--- src/rtl/sequence_counter.sv ---
// Timing-step sequence counter: a 3-state IDLE/RUN/HALTED controller driving a 4-bit
// step count (sc) that feeds the 4-to-16 timing decoder, wrapping from LAST_T to 0.
module sequence_counter #(
    parameter int LAST_T = 15
) (
    input  logic       clock,
    input  logic       reset_n,
    input  logic       start,
    input  logic       halt,
    input  logic       clr,
    input  logic       ld,
    input  logic [3:0] ld_val,
    output logic [3:0] sc,
    output logic       run,
    output logic       wrap,
    output logic       t_last,
    output logic       ld_err
);

    typedef enum logic [1:0] {
        IDLE   = 2'd0,
        RUN    = 2'd1,
        HALTED = 2'd2
    } state_e;

    localparam logic [3:0] LAST_V = 4'(LAST_T);

    state_e     state_q, state_d;
    logic [3:0] sc_q, sc_d;
    logic       run_q, run_d;
    logic       wrap_q, wrap_d;
    logic       ld_err_q, ld_err_d;
    logic       count_en_s;

    // A load is only accepted when it keeps the count inside the decoder's step range.
    function automatic logic ld_in_range(input logic [3:0] v);
        return (v <= LAST_V);
    endfunction

    // Controller next state; halt dominates start, and an unused encoding recovers to IDLE.
    always_comb begin
        state_d = state_q;
        case (state_q)
            IDLE: begin
                if (start && !halt) begin
                    state_d = RUN;
                end else begin
                    state_d = IDLE;
                end
            end
            RUN: begin
                if (halt) begin
                    state_d = HALTED;
                end else begin
                    state_d = RUN;
                end
            end
            HALTED: begin
                if (start && !halt) begin
                    state_d = RUN;
                end else begin
                    state_d = HALTED;
                end
            end
            default: begin
                state_d = IDLE;
            end
        endcase
    end

    // Increment only while already in RUN and not leaving it this edge.
    always_comb begin
        count_en_s = (state_q == RUN) && !halt;
    end

    // Count update with priority clr > ld > increment, plus the pulse outputs.
    always_comb begin
        sc_d     = sc_q;
        wrap_d   = 1'b0;
        ld_err_d = 1'b0;
        if (clr) begin
            sc_d = 4'd0;
        end else if (ld) begin
            if (ld_in_range(ld_val)) begin
                sc_d = ld_val;
            end else begin
                sc_d     = sc_q;
                ld_err_d = 1'b1;
            end
        end else if (count_en_s) begin
            // >= rather than == so a corrupted count above LAST_T still returns to 0
            if (sc_q >= LAST_V) begin
                sc_d   = 4'd0;
                wrap_d = 1'b1;
            end else begin
                sc_d = sc_q + 4'd1;
            end
        end else begin
            sc_d = sc_q;
        end
    end

    // run is registered from the next state so it is high exactly while state_q is RUN.
    always_comb begin
        run_d = (state_d == RUN);
    end

    // State and output registers with asynchronous active-low reset.
    always_ff @(posedge clock or negedge reset_n) begin
        if (!reset_n) begin
            state_q  <= IDLE;
            sc_q     <= 4'd0;
            run_q    <= 1'b0;
            wrap_q   <= 1'b0;
            ld_err_q <= 1'b0;
        end else begin
            state_q  <= state_d;
            sc_q     <= sc_d;
            run_q    <= run_d;
            wrap_q   <= wrap_d;
            ld_err_q <= ld_err_d;
        end
    end

    assign sc     = sc_q;
    assign run    = run_q;
    assign wrap   = wrap_q;
    assign ld_err = ld_err_q;
    assign t_last = (sc_q == LAST_V);

endmodule

--- config.mk ---
export PLATFORM = sky130hd
export DESIGN_NAME = sequence_counter
export DESIGN_NICKNAME = d
export VERILOG_FILES = /design/src/rtl/sequence_counter.sv
export SDC_FILE = /design/constraint.sdc
export NUM_CORES = 1
export LEC_CHECK = 0
export CAP_MARGIN = 0
export CORE_AREA = 2 2 39 41
export CTS_CLUSTER_SIZE = 10
export DETAILED_ROUTE_END_ITERATION = 12
export DIE_AREA = 0 0 41 43
export GPL_TIMING_DRIVEN = 0
export PLACE_DENSITY = 0.64
export RECOVER_POWER = 100
export SLEW_MARGIN = 30
export SYNTH_ARGS = -nofsm -noshare
export SYNTH_HDL_FRONTEND = slang
export SYNTH_SLANG_ARGS = --single-unit
--- constraint.sdc ---
create_clock -name clock -period 1.83 [get_ports clock]
set_clock_uncertainty 0.15 [all_clocks]
set_input_delay 0.2745 -clock clock [delete_from_list [all_inputs] [get_ports clock]]
set_output_delay 0.2745 -clock clock [all_outputs]
set_load 0.05 [all_outputs]
run_1/gates.png
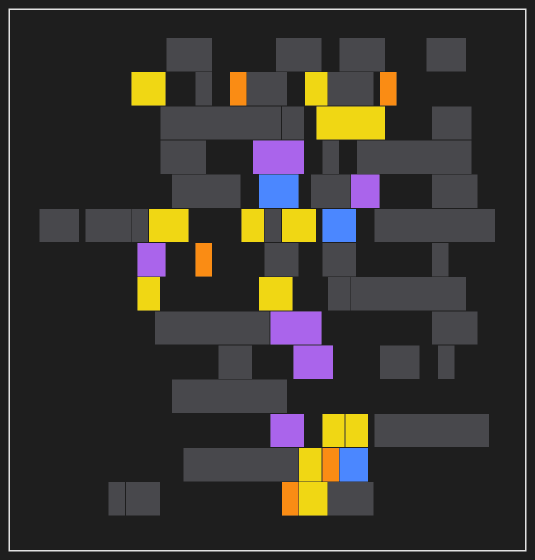
aoi and oai cells -> yellow  # cells 12, most used a21oi_1
inv cells -> orange  # cells 5, most used inv_1
nand cells -> blue  # cells 3
and/or cells -> purple  # cells 6, most used or3_1, where middle

run_1/clock_wires.png
Bar = 10 um.
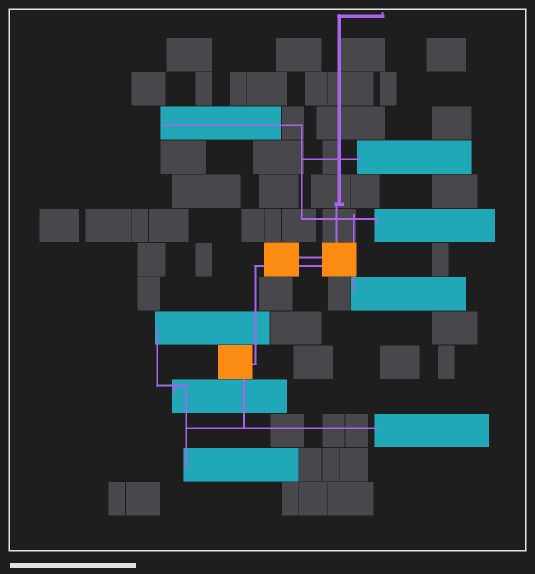
clock-net drivers -> orange  # count 3
clock wires -> purple  # length 114 um
flip-flops -> cyan  # count 8
routed clock nets = 4

==> Slide: Implementation Results, run 1 <==
Run Summary

Place
  • DP Wirelength: 695 um
  • Post-Place Setup Slack: -297.2 ps
  • Final GP Congestion: 0.6955
  • Placed Area: 613.1 sq um
  • Port Buffers: 16

Floorplanning
  • # IOs: 18
  • Core Footprint: 1384 sq um
  • Die area: 1763 sq um
  • Die width: 41 um
  • Core Rows: 14
  • Fp_density: 30.56%
  • Die height: 43 um

Critical path
  • Worst Setup End Kind: primary output
  • Crit path cell chain: ha_2 > and3_4 > buf_2
  • CP startpoint: sc[0]
  • Crit path launch type: flip-flop
  • Reg2Reg Launch Point: state_q[1]
  • Crit path DAT: 1320 ps
  • WP data required: 1410 ps
  • CP Class: flip-flop to primary output
  • CP top delay family: flip-flops
  • CP max FO: 6

Final timing
  • Final setup violation count: 0
  • Max frequency: 573.9 MHz
  • Unrepaired setup endpoints after global routing: false
  • Final slew viol count: 0
  • TNS Setup: 0 ps
  • Hold_ws: 222.1 ps
  • Min Clock Period, post-route: 1742 ps
  • Worst Max-Slew Pin Slew: 593.3 ps
  • Period utilization: 95.21%
  • Max_slew headroom: 60.62%
  • Setup ws final: 87.66 ps
  • Final hold violations: 0

GRT
  • Antenna violations before repair: 0
  • Gr usage total: 12.68%
  • Global-route wire length before repair: 1518 um

Power
  • Peak supply drop: 261.3 uV
  • P per Cell Area: 733.9 nW/um^2
  • Leak: 0.2802 nW

Logic synthesis
  • Aoi share: 18.05%
  • Top cell area share: 47.34%
  • Synth Warn #: 0
  • Number of enable flip-flop cells: 0
  • Commonest flop: dfrtp_1
  • Xor/xnor share: 0%
  • Simple-gate portion of the synthesized area: 21.01%
  • Mux frac, synth: 2.367%
  • Cells in synth_stat.txt: 43
  • Net Count, Synth: 54
  • Chip Area, Yosys: 422.9 sq um
  • Post-synth design cell area: 422.9 sq um
  • Synth logic family: simple AND/OR/NAND/NOR gates
  • Post-synthesis cell type count: 24

Cells and area
  • Filler cells: 157
  • Final Instance Count excl. Fillers: 79
  • Share of cells above drive strength 1: 17.46%
  • Finished Core Util: 44.94%
  • Fin nets: 75
  • Most frequent logic cells in the routed design: 6 x clkdlybuf4s50_1, 6 x dfrtp_1, 5 x inv_1, 5 x dlygate4sd2_1, 4 x a21oi_1

Drt
  • Residual DRC count: 0
  • Vias per inst: 5.089
  • Drt first pass iters: 4
  • First DRT Iteration DRCs: 3
  • Avg WL per Cell: 11.76 um
  • Routed WL: 929 um

Clocking
  • Max Buffers Root-to-Sink: 2
  • Root buffer cell: clkbuf_4
  • Setup Fix Bufs, Post-CTS: 0
  • Number of H-tree levels: 1
  • CTS clk-pin slew, worst paths: 60 ps

Job
  • OpenROAD warnings: 26
  • Max Cap Viol: 0

Min path
  • Min-delay worst type: input pin to async pin

Outcome
  • Status: complete, no violations
run_1/sizing.png
Bar = 10 um.
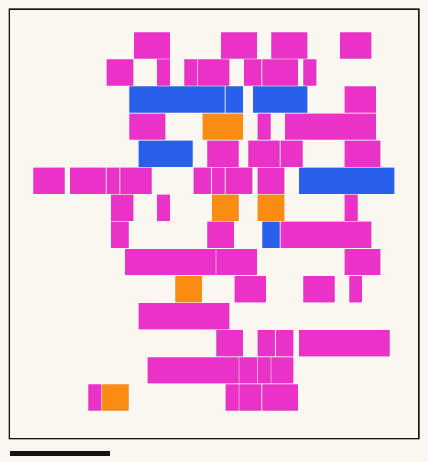
x3 and x4 -> orange  # cells 5
x2 -> blue  # cells 6
x1 and smaller -> magenta  # cells 52

run_1/clock_nets.png
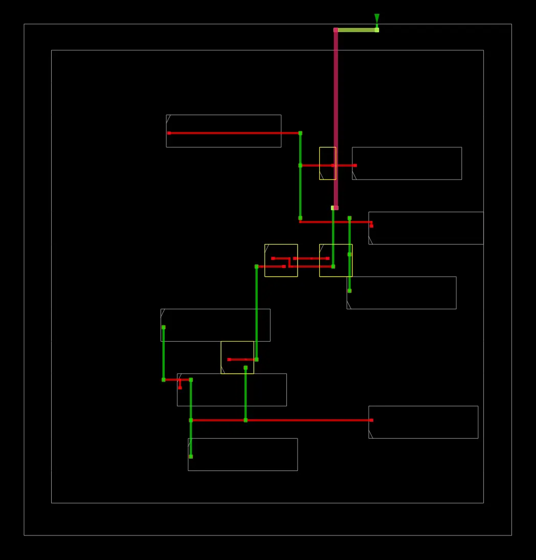
total CTS buffers: 3
flip-flops: 8
Clock Latency Late Sink: 250 ps
clock buf count: 4
clock sink total: 8

==> run 1: flip-flops by register name (all words and copies together), names as in the netlist <==
| signal | cells |
|---|---|
| state_q | 2 |
| run | 1 |
| sc | 4 |
| wrap | 1 |
==> run 1: cell type report <==
type                    instances  area (sq um)  area share (%)
inverters                       5         18.77           3.018
plain buffers                   2         12.51           2.012
well taps                      16         20.02           3.219
clock buffers                   4         26.28           4.225
flip-flops and latches          8         202.7           32.60
repair buffers                 16         136.4           21.93
multi-input cells              28         205.2           33.00
==> run 1: cells in the mapped netlist, drive strengths merged (2+ instances only) <==
cell type  instances
buf                2
inv                5
a21oi              4
dfrtp              8
or3                2
o21ai              2
o211ai             2
nor2               3
==> run 1: power by group <==
part           switching, mW  internal (mW)  total, mW
logic                 0.0665         0.0430      0.110
registers             0.0133          0.191      0.205
clock network         0.0588         0.0833      0.142
==> run 1: path summary, 6_finish.rpt <==
| check | end | slack [ps] | cells past startpoint |
|---|---|---|---|
| worst max-delay path | t_last | 90 | 3 |
| worst min-delay path | wrap | 220 | 1 |
| worst max register to register | sc[2] | 100 | 4 |
| worst min register to register | state_q[1] | 370 | 1 |
| max in group asynchronous | sc[1] | 1020 | 1 |
| min in group clock | run | 270 | 2 |
==> run 1: worst reg2reg max path, cell delays in order, from the launching register on <==
cell and delay (ps):
dfrtp_1 390, or3b_1 370, buf_2 170, or3_1 310
a311oi_1 250
==> run 1: what timing repair did <==
| action | in CTS | in global routing |
|---|---|---|
| gates resized | 10 | 3 |
| hold buffers | 0 | 0 |
| setup endpoints to repair | 7 | 3 |
==> run 1: layer usage <==
metal | GRT usage [%] | routed length, um | part of all wire, %
met2 | 19.69 | 423 | 46
met3 | 3.141 | 78 | 8.4
met5 | 0 | 0 | 0
met1 | 15.53 | 411 | 44
met4 | 6.000 | 14 | 1.5
==> run 2, diff against run 1 <==
--- a/config.mk
+++ b/config.mk
@@ -7,6 +7,7 @@
 export LEC_CHECK = 0
 export CAP_MARGIN = 0
 export CORE_AREA = 2 2 39 41
+export CTS_BUF_LIST = sky130_fd_sc_hd__clkbuf_4
 export CTS_CLUSTER_SIZE = 10
 export DETAILED_ROUTE_END_ITERATION = 12
 export DIE_AREA = 0 0 41 43
run_2/ff_map.png
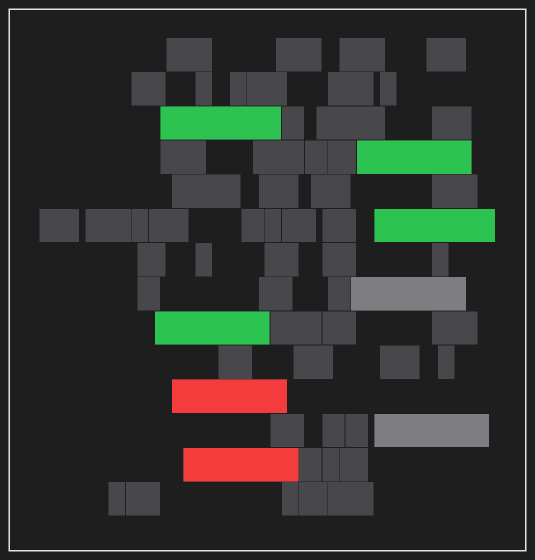
state_q -> red  # placed flops 2
sc -> green  # placed flops 4
not colored = 2

run_2/sizing.png
Bar = 10 um.
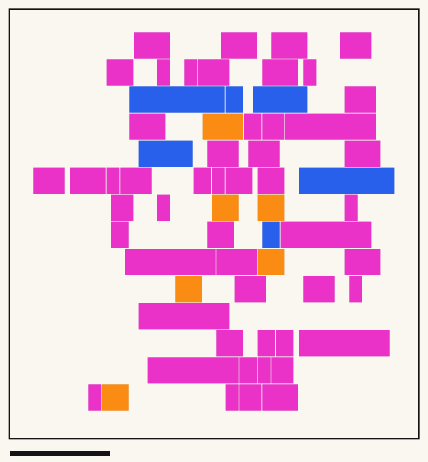
x1 and smaller -> magenta  # cells 51
x3 and x4 -> orange  # cells 6
x2 -> blue  # cells 6

==> Slide: Implementation Results, run 2 <==
Run Summary

Outcome
  • Status: complete, no violations

Power
  • Clock net power: 158 uW
  • Int Power: 332.7 uW
  • Seq group: 204 uW
  • Peak supply drop: 291.8 uV
  • Sw Ratio: 29.46%
  • Leak: 0.2826 nW
  • NetSw: 138.9 uW
  • Seq pwr share: 43.4%
  • Clk network pwr share: 33.5%
  • Comb pwr: 109 uW

Critical path
  • Worst Setup End Kind: primary output
  • CP max FO: 6
  • WP depth: 3
  • Crit path DAT: 1330 ps
  • CP top delay family: flip-flops
  • Crit path cell chain: ha_2 > and3_4 > clkbuf_2
  • Crit path launch type: flip-flop

Place
  • Final GP Congestion: 0.6955
  • Port Buffers: 16
  • DP Wirelength: 695 um

Floorplanning
  • Die area: 1763 sq um
  • Core Rows: 14
  • # IOs: 18
  • Fp_density: 30.56%
  • Core Footprint: 1384 sq um
  • Die width: 41 um

GRT
  • GR peak layer: met2
  • Gr usage total: 12.47%
  • GR Util met2: 19.06%
  • Met3 Resource Use GR: 3.141%
  • Global-route wire length before repair: 1497 um
  • Antenna violations before repair: 0

Final timing
  • Final hold violations: 0
  • Final slew viol count: 0
  • Max frequency: 568.5 MHz
  • Period utilization: 96.12%
  • Setup ws final: 71.02 ps
  • Unrepaired setup endpoints after global routing: false
  • Min Clock Period, post-route: 1759 ps
  • Worst Max-Slew Pin Slew: 593.3 ps

Logic synthesis
  • Chip Area, Yosys: 422.9 sq um
  • Net Count, Synth: 54
  • Post-synth design cell area: 422.9 sq um
  • Post-synth top cells: 8 x dfrtp_1, 5 x inv_1, 4 x a21oi_1
  • Cells in synth_stat.txt: 43
  • Commonest flop: dfrtp_1
  • Number of enable flip-flop cells: 0
  • Count leader, synth: dfrtp_1
  • Top cell area share: 47.34%

Cells and area
  • Max reg flops: 4
  • Fin nets: 75
  • Most frequent logic cells in the routed design: 6 x clkdlybuf4s50_1, 6 x dfrtp_1, 5 x inv_1, 5 x dlygate4sd2_1
  • Share of cells above drive strength 1: 19.05%
  • Filler cells: 154
  • Finished Core Util: 45.21%

Clocking
  • Total CTS buffers: 3
  • Setup Fix Bufs, Post-CTS: 0
  • Clock Latency Late Sink: 250 ps
  • Max Buffers Root-to-Sink: 2
  • CTS clk-pin slew, worst paths: 60 ps
  • Number of H-tree levels: 1
  • CTS Hold Bufs: 0
  • Root buffer cell: clkbuf_4

Drt
  • Residual DRC count: 0
  • Drt first pass iters: 4
  • First DRT Iteration DRCs: 6
  • Avg WL per Cell: 11.44 um

Min path
  • Min-delay worst type: input pin to async pin

Job
  • Max Cap Viol: 0
run_2/gates.png
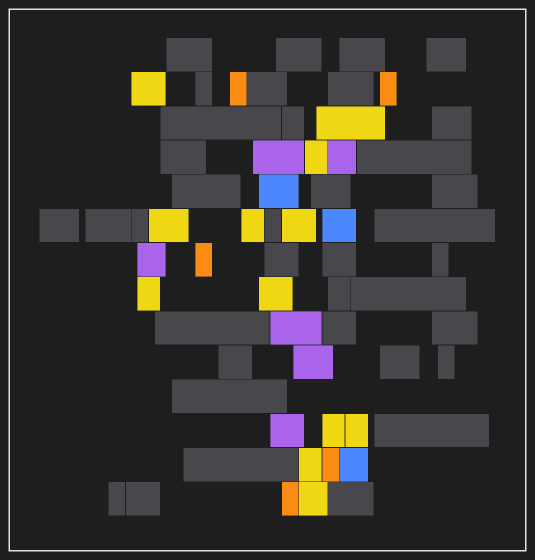
Final Instance Count excl. Fillers: 79
Comb area share: 32.80%

## run 2: cell counts after synthesis
No cell type changed its count.
## run 2: timing repair
item	in CTS	in global routing
resized	10	3
hold endpoints to repair	0	0
endpoints found under the setup margin	7	3
## run 2: kinds of logic (layout without fill, tap and decap cells)
logic type,Yosys count,count (layout),synth area share (%)
and+or+nand+nor,13,13,21.01
AOI/OAI and AO/OA,12,12,18.05
DFF,8,8,47.34
buffers and inverters,7,27,7.396
adders and majority gates,1,1,2.958
other,1,1,0.8867
muxes,1,1,2.367
## run 2: final cells by class
cell class              instances  area [sq um]  area share [%]
inverters                       5         18.77           3.000
repair buffers                 16         136.4           21.80
clock buffers                   4         30.03           4.800
plain buffers                   2         12.51           2.000
flip-flops and latches          8         202.7           32.40
multi-input cells              28         205.2           32.80
well taps                      16         20.02           3.200
## run 2: through the flow
stage	setup TNS (ps)	cells	instance area, sq um	hold slack [ps]
after floorplan	0	43	432.9	-171.1
after global placement	-798.2	75	613.1	360.0
after detailed placement	-931.9	75	613.1	368.5
after CTS	0	79	631.9	158.3
after global routing	0	79	625.6	237.4
final	0	79	625.6	220.2
## run 2: layer usage
| metal | wire, um | up-vias | share of wire (%) |
|---|---|---|---|
| met5 | 0 | - | 0 |
| met2 | 411 | 14 | 45 |
| met4 | 14 | 0 | 1.5 |
| met3 | 63 | 2 | 7.0 |
| li1 | - | 194 | - |
| met1 | 414 | 187 | 46 |
## run 2: worst paths after layout
check	from	endpoint	slack, ps
hold / removal	reset_n	wrap	220
setup reg to reg	state_q[1]	sc[2]	110
hold reg to reg	state_q[0]	state_q[1]	370
min in group clock	halt	run	260
max in group asynchronous	reset_n	sc[1]	1020
setup / recovery	sc[0]	t_last	70
Power is estimated from default activity; no workload was simulated.
